===== src/rtl/key_entry_ctrl.sv =====
// Calculator key-entry controller: BCD operand entry, operator sequencing, ALU handshake.
// Latency: a key sampled with flag=1 is reflected on the registered outputs one cycle later.
// Backpressure: keys arriving while a calculation is in flight are dropped; alu_start is held until alu_done.
module key_entry_ctrl #(
  parameter int DIGITS   = 6,
  parameter bit CHAIN_EN = 1'b1
) (
  input  logic                  CLK_1K,
  input  logic                  RST,
  input  logic [3:0]            key_value,
  input  logic                  flag,
  input  logic [4*DIGITS-1:0]   num_result,
  input  logic                  alu_done,
  input  logic                  alu_err,
  output logic [4*DIGITS-1:0]   num_reg1,
  output logic [4*DIGITS-1:0]   num_reg2,
  output logic [3:0]            opcode,
  output logic                  alu_start,
  output logic [4*DIGITS-1:0]   num_out,
  output logic [3:0]            cnt1,
  output logic [3:0]            cnt2,
  output logic [2:0]            state_now,
  output logic                  err
);

  localparam int W = 4 * DIGITS;

  typedef enum logic [2:0] {
    S_A    = 3'd0,
    S_OP   = 3'd1,
    S_B    = 3'd2,
    S_CALC = 3'd3,
    S_RES  = 3'd4,
    S_ERR  = 3'd5
  } state_t;

  state_t         r_state;
  logic [W-1:0]   r_reg1;
  logic [W-1:0]   r_reg2;
  logic [3:0]     r_cnt1;
  logic [3:0]     r_cnt2;
  logic [3:0]     r_opcode;
  logic [3:0]     r_pend_op;
  logic [3:0]     r_follow_op;
  logic           r_chained;
  logic           r_alu_start;
  logic           r_err;

  logic           w_is_digit;
  logic           w_is_op;
  logic           w_is_eq;
  logic           w_is_clr;
  logic           w_full_clr;
  logic [W+3:0]   w_app1;
  logic [W+3:0]   w_app2;
  logic [W+3:0]   w_new;

  // Append one BCD digit to an operand; returns {count, value}.
  // A leading zero is swallowed and a full operand ignores further digits.
  function automatic logic [W+3:0] append_digit(input logic [W-1:0] v,
                                                input logic [3:0]   c,
                                                input logic [3:0]   d);
    if (c == 4'(DIGITS))
      return {c, v};
    else if (c == 4'd0 && d == 4'd0)
      return {4'd0, {W{1'b0}}};
    else if (c == 4'd0)
      return {4'd1, {(W-4){1'b0}}, d};
    else
      return {c + 4'd1, v[W-5:0], d};
  endfunction

  // Key classification and digit-append candidates for both operands.
  always_comb begin
    w_is_digit = (key_value <= 4'd9);
    w_is_op    = (key_value >= 4'hA) && (key_value <= 4'hD);
    w_is_eq    = (key_value == 4'hE);
    w_is_clr   = (key_value == 4'hF);
    w_full_clr = flag && w_is_clr &&
                 (r_state == S_A || r_state == S_OP || r_state == S_RES || r_state == S_ERR);
    w_app1     = append_digit(r_reg1, r_cnt1, key_value);
    w_app2     = append_digit(r_reg2, r_cnt2, key_value);
    w_new      = append_digit({W{1'b0}}, 4'd0, key_value);
  end

  // Main entry FSM with registered outputs; F in idle states is a full clear.
  always_ff @(posedge CLK_1K or negedge RST) begin
    if (!RST) begin
      r_state     <= S_A;
      r_reg1      <= '0;
      r_reg2      <= '0;
      r_cnt1      <= '0;
      r_cnt2      <= '0;
      r_opcode    <= '0;
      r_pend_op   <= '0;
      r_follow_op <= '0;
      r_chained   <= 1'b0;
      r_alu_start <= 1'b0;
      r_err       <= 1'b0;
    end else if (w_full_clr) begin
      r_state     <= S_A;
      r_reg1      <= '0;
      r_reg2      <= '0;
      r_cnt1      <= '0;
      r_cnt2      <= '0;
      r_opcode    <= '0;
      r_pend_op   <= '0;
      r_follow_op <= '0;
      r_chained   <= 1'b0;
      r_alu_start <= 1'b0;
      r_err       <= 1'b0;
    end else begin
      case (r_state)
        S_A: begin
          if (flag) begin
            if (w_is_digit) begin
              {r_cnt1, r_reg1} <= w_app1;
            end else if (w_is_op) begin
              r_pend_op <= key_value;
              r_state   <= S_OP;
            end
          end
        end
        S_OP: begin
          if (flag) begin
            if (w_is_op) begin
              r_pend_op <= key_value;
            end else if (w_is_digit) begin
              {r_cnt2, r_reg2} <= w_new;
              r_state          <= S_B;
            end
          end
        end
        S_B: begin
          if (flag) begin
            if (w_is_digit) begin
              {r_cnt2, r_reg2} <= w_app2;
            end else if (w_is_eq || (CHAIN_EN && w_is_op)) begin
              // An operator here both launches the calculation and queues itself as the next one.
              r_opcode    <= r_pend_op;
              r_alu_start <= 1'b1;
              r_chained   <= w_is_op;
              if (w_is_op)
                r_follow_op <= key_value;
              r_state     <= S_CALC;
            end else if (w_is_clr) begin
              r_reg2  <= '0;
              r_cnt2  <= '0;
              r_state <= S_OP;
            end
          end
        end
        S_CALC: begin
          if (alu_done) begin
            r_alu_start <= 1'b0;
            if (alu_err) begin
              r_err   <= 1'b1;
              r_state <= S_ERR;
            end else begin
              // Result is marked full so further digits cannot extend it.
              r_reg1 <= num_result;
              r_reg2 <= '0;
              r_cnt1 <= 4'(DIGITS);
              r_cnt2 <= '0;
              if (r_chained) begin
                r_pend_op <= r_follow_op;
                r_state   <= S_OP;
              end else begin
                r_state   <= S_RES;
              end
            end
          end
        end
        S_RES: begin
          if (flag) begin
            if (w_is_digit) begin
              {r_cnt1, r_reg1} <= w_new;
              r_cnt2           <= '0;
              r_state          <= S_A;
            end else if (w_is_op) begin
              r_pend_op <= key_value;
              r_state   <= S_OP;
            end
          end
        end
        S_ERR: begin
          r_state <= S_ERR;
        end
        default: r_state <= S_A;
      endcase
    end
  end

  // Display shows operand B while it is being entered and blanks on error.
  always_comb begin
    if (r_state == S_B)
      num_out = r_reg2;
    else if (r_state == S_ERR)
      num_out = '0;
    else
      num_out = r_reg1;
  end

  assign num_reg1  = r_reg1;
  assign num_reg2  = r_reg2;
  assign opcode    = r_opcode;
  assign alu_start = r_alu_start;
  assign cnt1      = r_cnt1;
  assign cnt2      = r_cnt2;
  assign state_now = r_state;
  assign err       = r_err;

endmodule


===== config.mk =====
export PLATFORM = sky130hd
export DESIGN_NAME = key_entry_ctrl
export DESIGN_NICKNAME = d
export VERILOG_FILES = /design/src/rtl/key_entry_ctrl.sv
export SDC_FILE = /design/constraint.sdc
export NUM_CORES = 1
export LEC_CHECK = 0
export CAP_MARGIN = 10
export CORE_MARGIN = 5
export CORE_UTILIZATION = 49
export DETAILED_ROUTE_END_ITERATION = 8
export DONT_BUFFER_PORTS = 1
export PLACE_DENSITY = 0.61
export SYNTH_ARGS = -nofsm -noshare
export SYNTH_HDL_FRONTEND = slang
export SYNTH_SLANG_ARGS = --single-unit

===== constraint.sdc =====
create_clock -name CLK_1K -period 1.9 [get_ports CLK_1K]
set_input_delay 0.19 -clock CLK_1K [delete_from_list [all_inputs] [get_ports CLK_1K]]
set_output_delay 0.19 -clock CLK_1K [all_outputs]
set_load 0.01 [all_outputs]

==> run_1/layers.png <==
(3 px per um)
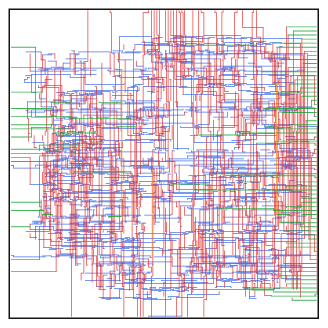
- red: M2 (wire length 6910 um)
- blue: M1 (wire length 5630 um)
- green: M3 (wire length 1230 um)
- orange: M4 (wire length 209 um)

==> run_1/clock_wires.png <==
(4 px per um)
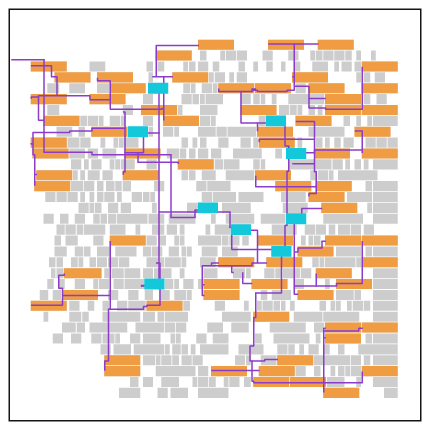
- purple: clock wires (length 930 um)
- cyan: clock-net drivers (count 9)
- orange: flip-flops (count 74)
- routed clock nets: 10

==> qor.yml, run 1 <==
floorplanning:
  core_region_area_um2: 8260
  chipWidth_um: 103
  initCoreUtil_pct: 50.8
  chipArea_um2: 10500
  rows: 33
  io_pins: 122
  dieHeight_um: 103
drt:
  drtIter0Drc: 211
  vias: 3785
  vias_per_cell: 6.25
  drc: 0
  routed_wl_mm: 14.0
yosys:
  synth_nets: 492
  ys_ff: 74
  ys_warn_count: 0
  synth-main-ff-cell: "dfrtp_1"
  syn-mean-instance-area_um2: 9.26
  synth.distinct_cells: 54
  postSynthCellCount: 453
  yosysCellCount: 453
  postSynthSeqShare_pct: 44.2
grt:
  grt_overflow: 0
  grt_pass1_wl_mm: 20.2
  antenna_found_initial: 0
  grt_max_degree: 75
cts:
  clk_pin_slew_worst_paths_ns: 0.08
  cts-root-buf: "clkbuf_8"
  worstSkewPairLatency_ns: 0.34
  cts.path.max_buffers: 2
  htree_levels: 3
  cts_tree: "built"
power:
  powerDensity_nw_per_um2: 1730
  p_seq_uw: 2870
  leakagePower_uw: 0.00249
  pwr-share-clk_pct: 13.1
  p_int_uw: 5400
  pwr-share-seq_pct: 29.9
  combPwrFrac_pct: 57.0
  p_sw_share_pct: 43.8
  comb_power_uw: 5470
  pg_clk_uw: 1250
  power.group.top: "combinational logic"
final_layout:
  drive_gt1_share_pct: 30.1
  n_antenna_cell: 0
  fillers: 642
  utilization_pct: 67.3
  postLayoutCellArea_um2: 5560
  area_growth_syn_to_layout_pct: 32.5
final_timing:
  max_freq_mhz: 517
  setup_viol: 26
  worst_pin_slew_ns: 0.488
  rsz0062_at_grt: "yes"
  post-route-period-util_pct: 102
  fin_skew_ns: 0.0136
  layout_setup_ws_ns: -0.0329
  hold_viol: 0
  final-max-slew-violation-count: 0
  post-route-min-period_ns: 1.93
  slew_headroom_pct: 67.2
critical_path:
  cp_num_buf_inv: 3
  r2r_slack_ns: -0.02
  crit_top_cell: "buf_6"
  crit_slowest_cell: "dfrtp_2"
  path_class: "flip-flop to output pin"
  critPathMaxStageDelay_ns: 0.44
  cp.arrival_ns: 1.74
run_status:
  status: "complete, but fails checks"
  violations: "negative setup slack"
placement:
  hpwlAfterDp_mm: 9.26
  numPortBuffers: 0
  gp_congestion: 0.932
  place_area_um2: 4570
job:
  maxCapViolCount: 0
  tool_warnings: 33
hold_path:
  worst_hold_path_type: "input port to flip-flop"
==> run_1/congestion_map.png <==
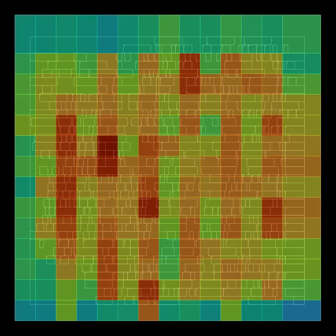
GR Util met2: 41.3%
WL per Instance: 23.1 um
met1 GRT Util: 32.1%

==> run_1/m3.png <==
(3 px per um) Cells faint in the background.
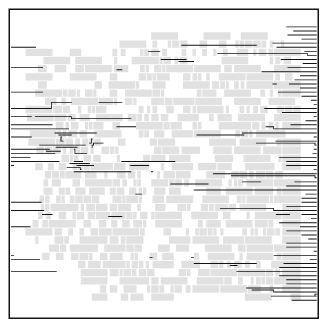
- nets with wire on the layer: 111
- main direction: horizontal
- share of all routed wire: 8.8%
- wire length on this layer: 1230 um

==> run 1: worst paths after layout <==
kind | startpoint | endpoint | depth (start not counted)
max | state_now[0] | num_out[4] | 6
min | alu_err | err | 2
max reg2reg | state_now[0] | num_reg2[2] | 8
min reg2reg | r_pend_op[1] | opcode[1] | 1
max in group asynchronous | RST | alu_start | 2
min in group asynchronous | RST | num_reg2[22] | 2
==> run 1: state kept, by name, indices dropped and copies added, names as in the netlist <==
| signal | count |
|---|---|
| num_reg2 | 24 |
| alu_start | 1 |
| opcode | 4 |
| r_follow_op | 4 |
| err | 1 |
| state_now | 3 |
| cnt1 | 4 |
| r_pend_op | 4 |
| num_reg1 | 24 |
| cnt2 | 4 |
| r_chained | 1 |
==> run 1: worst reg2reg max path, delay by kind of cell, from the launching register on <==
kind	cells	cell delay (ns)
AND-OR/OR-AND	3	0.58
AND/OR/NAND/NOR	1	0.15
buffers and inverters	4	0.65
flip-flops	1	0.44
==> run 1: cells in the mapped netlist (6+ instances only) <==
cell      instances  area (um2)
buf_2            24         120
nor2_1           21        78.8
a21oi_1           9        45.0
clkbuf_1         11        41.3
inv_1            12        45.0
ha_1              6        75.1
o31ai_1          27         203
o21ai_1           9        45.0
a22o_1           28         245
o21ai_0          60         300
a22oi_1          24         180
dfrtp_1          74        1850
nand2_1          66         248
==> run 1: final cells by class <==
type	instances	area [um2]	share of cell area, %
inverter	12	45.0	0.810
multi-input combinational	326	2450	44.1
timing repair buffer	73	875	15.7
sequential	74	1850	33.3
clock inverter	5	62.6	1.13
tap	105	131	2.36
clock buffer	11	141	2.54
==> run 1: cell usage in the layout (no fill, tap or decap), drive strengths merged, types with 9 or more instances in the layout <==
master,count
dfrtp,74
a21oi,9
nor2,22
clkbuf,17
a22oi,24
a22o,28
nand2,66
buf,64
inv,13
o31ai,28
o21ai,69
==> run 1: timing repair <==
item	4_1_cts	5_1_grt
endpoints found under the setup margin	24	89
setup buffers	6	6
pin swaps	11	11
hold buffers	2	2
hold endpoints to repair	76	74
gates resized	38	51
cloned	2	8
==> run 1: kinds of logic after synthesis <==
| logic type | Yosys count | share of synthesized area, % |
|---|---|---|
| compound gates | 186 | 31.2 |
| simple gates | 124 | 14.2 |
| flops | 74 | 44.2 |
| buf+inv | 53 | 6.18 |
| mux | 9 | 2.30 |
| fa+ha+maj | 6 | 1.79 |
| xor+xnor | 1 | 0.209 |
==> run 1: through the flow <==
step | std cells | hold WS [ns] | setup slack [ns] | TNS [ns] | total power, uW
floorplan | 453 | -0.106 | 0.0566 | 0 | 5240
detailed placement | 564 | -0.103 | 0.0361 | 0 | 6590
global route | 606 | 0.0195 | -0.103 | -3.66 | 10200
global placement | 564 | -0.103 | 0.0315 | 0 | 6510
finish | 606 | 0.0218 | -0.0329 | -0.418 | 9600
CTS | 590 | -0.485 | -0.0160 | -0.0535 | 8480
==> run 1: metal layers <==
layer | vias to the layer above | global-route usage, % | share of wire, %
met1 | 1848 | 32.1 | 40
li1 | 1762 | - | -
met4 | 0 | 7.87 | 1.5
met2 | 163 | 41.3 | 49
met5 | - | 0 | 0
met3 | 12 | 6.22 | 8.8
==> inputs of run 2 (changes only) <==
SETUP_SLACK_MARGIN = 0.1   (was default)
==> run_2/ff_map.png <==
(3 px per um)
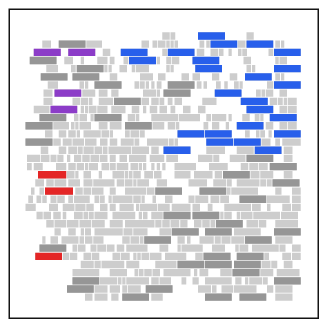
- blue: num_reg1 (sequential cells 24)
- purple: opcode (sequential cells 4; where north-west)
- red: state_now (sequential cells 3)

==> run 2 against run 1 <==
Effect of this change: the run ends with negative hold slack, negative setup slack left; combinational power rose by about 10%; core utilization is 3.4 points higher; synthesized cell count is the same; sequential share of layout area decreased by 1.6 points; critical path type unchanged; critical path depth did not move; largest power group unchanged; area after synthesis unchanged; clock power is 5% lower.
==> qor.yml, run 2 <==
final_timing:
  post-route-period-util_pct: 104  # was 102%
  final-max-slew-violation-count: 0  # unchanged
  hold_viol: 74  # was 0
  layout_setup_ws_ns: -0.0684  # was -0.0329 ns
  slew_headroom_pct: 71.7  # was 67.2%
  whs_ns: -0.476  # was 0.0218 ns
  setup_viol: 44  # was 26
final_layout:
  area_growth_syn_to_layout_pct: 39.2  # was 32.5%
  postLayoutCellArea_um2: 5840  # was 5560 um2
  mostFrequentLayoutCell: "dfrtp_1"  # unchanged
  mostFrequentLayoutCells: "dfrtp_1 (72), nand2_1 (52), buf_4 (51)"  # was dfrtp_1 (73), nand2_1 (66), o21ai_0 (42), buf_4 (42)
  drive_gt1_share_pct: 39.7  # was 30.1%
job:
  tool_warnings: 35  # was 33
floorplanning:
  dieHeight_um: 103  # unchanged
  chipArea_um2: 10500  # unchanged
  chipWidth_um: 103  # unchanged
  initCoreUtil_pct: 50.8  # unchanged
  io_pins: 122  # unchanged
yosys:
  postSynthCellCount: 453  # unchanged
  common_cells: "dfrtp_1 (74), nand2_1 (66), o21ai_0 (60), a22o_1 (28), o31ai_1 (27)"  # unchanged
  synth_top_cell_by_count: "dfrtp_1"  # unchanged
  synthTopCellsByArea: "dfrtp_1 (44%), o21ai_0 (7.2%), nand2_1 (5.9%)"  # unchanged
  synth_top_area_share_pct: 44.2  # unchanged
  synth_nets: 492  # unchanged
  syn-mean-instance-area_um2: 9.26  # unchanged
  postSynthSeqShare_pct: 44.2  # unchanged
hold_path:
  worst_hold_path_type: "input port to async pin"  # was input port to flip-flop
drt:
  drc: 0  # unchanged
power:
  combPwrFrac_pct: 59.7  # was 57.0%
  leakagePower_uw: 0.00253  # was 0.00249 uW
  powerDensity_nw_per_um2: 1730  # about the same
  pwr-share-clk_pct: 11.9  # was 13.1%
cts:
  clk_pin_slew_worst_paths_ns: 0.09  # was 0.08 ns
  htree_levels: 3  # unchanged
critical_path:
  cp.arrival_ns: 1.78  # was 1.74 ns
  r2r_start: "state_now[0]"  # unchanged
  reg2regPathDepth: 9  # was 8
  path_class: "flip-flop to output pin"  # unchanged
  r2r_slack_ns: -0.05  # was -0.02 ns
placement:
  hpwlAfterDp_mm: 9.48  # was 9.26 mm
  place_area_um2: 4570  # unchanged
  numPortBuffers: 0  # unchanged
  gp_congestion: 0.892  # was 0.932
run_status:
  violations: "negative hold slack, negative setup slack"  # was negative setup slack
  status: "complete, but fails checks"  # unchanged
grt:
  antenna_found_initial: 0  # unchanged
  grt_max_degree: 75  # unchanged
run 2: cell counts after synthesis:
Identical to the previous run, type by type.
run 2: power by group through the flow:
stage | registers [uW] | clock network [uW] | logic (uW)
finish | 2870 | 1190 | 6020
global route | 2930 | 1280 | 6430
CTS | 2850 | 1200 | 4220
detailed placement | 2860 | 0 | 3720
global placement | 2850 | 0 | 3630
floorplan | 2650 | 0 | 2610
run 2: final cells by class:
| type | count | area [um2] |
|---|---|---|
| Fill cell | 590 | 2420 |
| Clock buffer | 9 | 124 |
| Sequential cell | 74 | 1850 |
| Clock inverter | 7 | 60.1 |
| Tap cell | 105 | 131 |
| Multi-Input combinational cell | 326 | 2630 |
| Inverter | 12 | 45.0 |
| Timing Repair Buffer | 89 | 990 |
run 2: worst max-delay path by stage:
stage / startpoint / to / slack (ns) / depth (start not counted)
finish: state_now[1] / num_out[1] / -0.07 / 6
global route: state_now[2] / num_reg2[6] / -0.13 / 9
CTS: state_now[2] / num_out[12] / -0.03 / 6
detailed placement: state_now[1] / r_pend_op[3] / -0.04 / 5
global placement: state_now[1] / cnt2[3] / -0.02 / 6
floorplan: cnt2[0] / cnt2[3] / 0.08 / 8
run 2: cell families after synthesis:
| logic type | after synthesis | share of synthesized area, % |
|---|---|---|
| flip-flops | 74 | 44.2 |
| buffers and inverters | 53 | 6.18 |
| AND/OR/NAND/NOR | 124 | 14.2 |
| XOR/XNOR | 1 | 0.209 |
| multiplexers | 9 | 2.30 |
| AND-OR/OR-AND | 186 | 31.2 |
| adder cells (fa/ha/maj) | 6 | 1.79 |
run 2: worst max-delay path: stages (launching register included):
cell	delay [ns]
dfrtp_2	0.47
buf_4	0.16
buf_4	0.14
nor2_1	0.19
nor2_4	0.06
buf_12	0.16
a22o_4	0.24
run 2: per-stage QoR:
step	hold slack, ns	util [%]	setup slack (ns)	power, uW	cells
global placement	-0.104	55.3	-0.0226	6480	567
CTS	-0.491	61.0	-0.0310	8270	595
finish	-0.476	70.7	-0.0684	10100	622
floorplan	-0.106	-	0.0827	5260	453
global route	-0.499	70.7	-0.125	10600	622
detailed placement	-0.103	55.3	-0.0378	6580	567
run 2: timing repair:
| action | in CTS | in global routing |
|---|---|---|
| setup endpoints to repair | 78 | 89 |
| setup buffers | 9 | 15 |
| resized | 42 | 124 |
| cloned | 0 | 12 |
| endpoints found under the hold margin | 78 | 74 |
| pin swaps | 9 | 25 |
run 2: per-layer routing:
metal / vias up / wire [um] / GRT usage [%]
met1: 2007 / 5650 / 31.7
li1: 1799 / - / -
met4: 0 / 511 / 8.88
met3: 40 / 1430 / 7.37
met5: - / 0 / 0
met2: 226 / 7570 / 43.5
==> inputs of run 3 (changes only) <==
ABC_AREA = 1   (was default)
CORE_UTILIZATION = 60   (was 49)
CTS_BUF_LIST = sky130_fd_sc_hd__clkbuf_4   (was default)
PLACE_DENSITY = 0.73   (was 0.61)
==> run_3/clock_wires.png <==
(4 px per um)
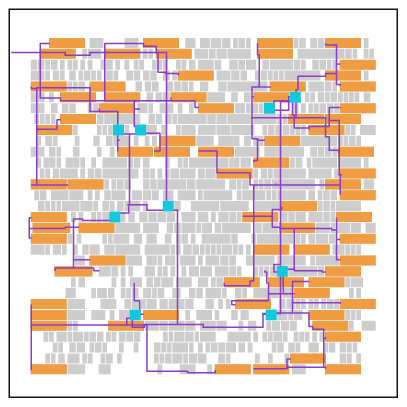
- orange: flip-flops (count 74)
- cyan: clock-net drivers (count 9)
- purple: clock wires (length 1020 um)
- flops lie: spread over the die

==> run 3 against run 2 <==
Effect of this change: critical path depth grew 5; clock skew grew 0.017 ns; the flow still finishes with violations (negative hold slack, negative setup slack); sequential power shrank 5%; wire length grew 14%; worst hold slack lost 0.12 ns; core utilization grew 11 points; first-iteration DRC count grew to 3.4 times the previous value; register-to-register slack is essentially flat; critical path type is now flip-flop to flip-flop; final cell count grew 29%; via count grew 24%; clock power shrank about 10%.
==> qor.yml, run 3 <==
floorplanning:
  io_pins: 122  # unchanged
  dieHeight_um: 96.6  # was 103 um
  core_region_area_um2: 7290  # was 8260 um2
  chipWidth_um: 96.6  # was 103 um
  initCoreUtil_pct: 61.8  # was 50.8%
final_layout:
  logic_area_um2: 2660  # was 2630 um2
  drive_gt1_share_pct: 24.1  # was 39.7%
  regArea_um2: 1850  # unchanged
  fillers: 446  # was 590
  mostFrequentLayoutCells: "nand2_1 (195), dfrtp_1 (72), nand3_1 (56)"  # was dfrtp_1 (72), nand2_1 (52), buf_4 (51)
  n_antenna_cell: 0  # unchanged
  postLayoutCellArea_um2: 5990  # was 5840 um2
yosys:
  ys_sh_xor_pct: 0.778  # was 0.209%
  synthTopCellsByArea: "dfrtp_1 (41%), nand2_1 (18%), nand3_1 (8.3%)"  # was dfrtp_1 (44%), o21ai_0 (7.2%), nand2_1 (5.9%)
  yosysCellCount: 639  # was 453
  logic_family: "simple AND/OR/NAND/NOR gates"  # was AND-OR/OR-AND gates
  synth_nets: 678  # was 492
  largest_area_cell: "dfrtp_1"  # unchanged
  synth.distinct_cells: 33  # was 54
  common_cells: "nand2_1 (211), nand3_1 (75), dfrtp_1 (74), inv_1 (53), o21ai_0 (34)"  # was dfrtp_1 (74), nand2_1 (66), o21ai_0 (60), a22o_1 (28), o31ai_1 (27)
  ys_ff: 74  # unchanged
  synth-simple-area-share_pct: 35.8  # was 14.2%
  postSynthSeqShare_pct: 41.1  # was 44.2%
  syn-mean-instance-area_um2: 7.05  # was 9.26 um2
  ys_warn_count: 0  # unchanged
  synth_top_area_share_pct: 41.1  # was 44.2%
  postSynthCellCount: 639  # was 453
  synth_top_cell_by_count: "nand2_1"  # was dfrtp_1
  yosys.area_share.aoi_pct: 11.0  # was 31.2%
final_timing:
  fin_skew_ns: 0.0258  # was 0.00873 ns
  setup_viol: 12  # was 44
  slew_headroom_pct: 71.6  # was 71.7%
  hold_viol: 75  # was 74
  final-max-slew-violation-count: 0  # unchanged
  post-route-min-period_ns: 1.95  # was 1.97 ns
  whs_ns: -0.595  # was -0.476 ns
  rsz0062_at_grt: "yes"  # unchanged
  post-route-period-util_pct: 102  # was 104%
  layout_setup_ws_ns: -0.0470  # was -0.0684 ns
run_status:
  violations: "negative hold slack, negative setup slack"  # unchanged
  status: "complete, but fails checks"  # unchanged
drt:
  vias_per_cell: 6.28  # was 6.55
  routed_wl_mm: 17.2  # was 15.2 mm
  routedWlPerCell_um: 21.4  # was 24.4 um
  vias: 5050  # was 4072
critical_path:
  crit_chain: "buf_6, nand3_4, buf_4, nor2_4, nand2_4, nand2_2, nor2_4, buf_6, clkbuf_16, nand3_1, nand2_1"  # was buf_4, buf_4, nor2_1, nor2_4, buf_12, a22o_4
  r2r_start: "state_now[1]"  # was state_now[0]
  crit_start: "state_now[1]"  # unchanged
  crit_slowest_cell: "dfrtp_1"  # was dfrtp_2
  r2r_slack_ns: -0.05  # about the same
  critPathTopFamily: "simple AND/OR/NAND/NOR gates"  # was flip-flops
  path_class: "flip-flop to flip-flop"  # was flip-flop to output pin
  path_depth: 11  # was 6
  cp.arrival_ns: 2.35  # was 1.78 ns
cts:
  cts_tree: "built"  # unchanged
  htree_levels: 3  # unchanged
  clk_pin_slew_worst_paths_ns: 0.15  # was 0.09 ns
grt:
  grtUsageMet1_pct: 42.7  # was 31.7%
  antenna_found_initial: 0  # unchanged
  use_met2_pct: 46.8  # was 43.5%
  grt_max_degree: 75  # unchanged
placement:
  numPortBuffers: 0  # unchanged
  gp_congestion: 0.951  # was 0.892
hold_path:
  worst_hold_path_type: "input port to async pin"  # unchanged
## run 3: cell types whose count changed in the layout (fill, tap and decap cells not counted), moves of 22 or more
cell | previous run | this run
a21oi_1 | 8 | 31
a22o_1 | 22 | 0
a22oi_1 | 22 | 0
inv_1 | 11 | 50
nand2_1 | 52 | 195
nand3_1 | 4 | 56
nor3_1 | 3 | 30
## run 3: cells by family after synthesis
family,count (synthesis)
AND/OR/NAND/NOR,369
buffers and inverters,92
AND-OR/OR-AND,94
XOR/XNOR,4
adder cells (fa/ha/maj),6
flip-flops,74
## run 3: report_power, final
| part | leakage (uW) | switching (uW) | internal (uW) |
|---|---|---|---|
| clock | 0.0000707 | 630 | 418 |
| combinational | 0.00187 | 3620 | 2640 |
| sequential | 0.000973 | 679 | 2040 |
## run 3: through the flow
step | power, uW | utilization (%) | setup WS [ns] | cells | TNS (ns)
final | 10000 | 82.2 | -0.0470 | 804 | -0.272
after global routing | 10500 | 82.2 | -0.119 | 804 | -2.01
after CTS | 8550 | 73.7 | 0.00771 | 786 | 0
after detailed placement | 6870 | 65.2 | 0.00723 | 741 | 0
after global placement | 6790 | 65.2 | 0.131 | 741 | 0
after floorplan | 5610 | - | 0.210 | 639 | 0
## run 3: worst max-delay path by stage
stage | to | slack (ns)
floorplan | num_reg1[20] | 0.21
global placement | num_reg2[17] | 0.13
detailed placement | num_reg2[22] | 0.007
CTS | num_out[6] | 0.008
global route | num_out[9] | -0.12
finish | num_reg2[15] | -0.05
## run 3: final cells by class
type	instances	area share [%]
inverters	58	3.86
well taps	99	2.07
flip-flops and latches	74	31.0
repair buffers	83	16.4
multi-input cells	474	44.3
clock buffers	10	1.25
clock inverters	6	1.11
## run 3: repair_timing
| action | CTS | global route |
|---|---|---|
| endpoints found under the hold margin | 92 | 74 |
| pin swaps | 5 | 19 |
| resized | 43 | 87 |
| buffers inserted | 12 | 13 |
| setup endpoints to repair | 55 | 95 |
| gates cloned | 4 | 6 |
## run 3: worst reg2reg max path: cells and delay by family (launching register included)
kind                   cells  cell delay, ns
AND/OR/NAND/NOR            7            0.86
buffers and inverters      4            0.65
flip-flops                 1            0.42
## run 3: metal layers
metal  vias up  wire length [um]
li1       2208                 -
met1      2326              6410
met2       423              7690
met3        93              2270
met4         0               869
met5         -                 0
Power and IR drop assume default switching activity.
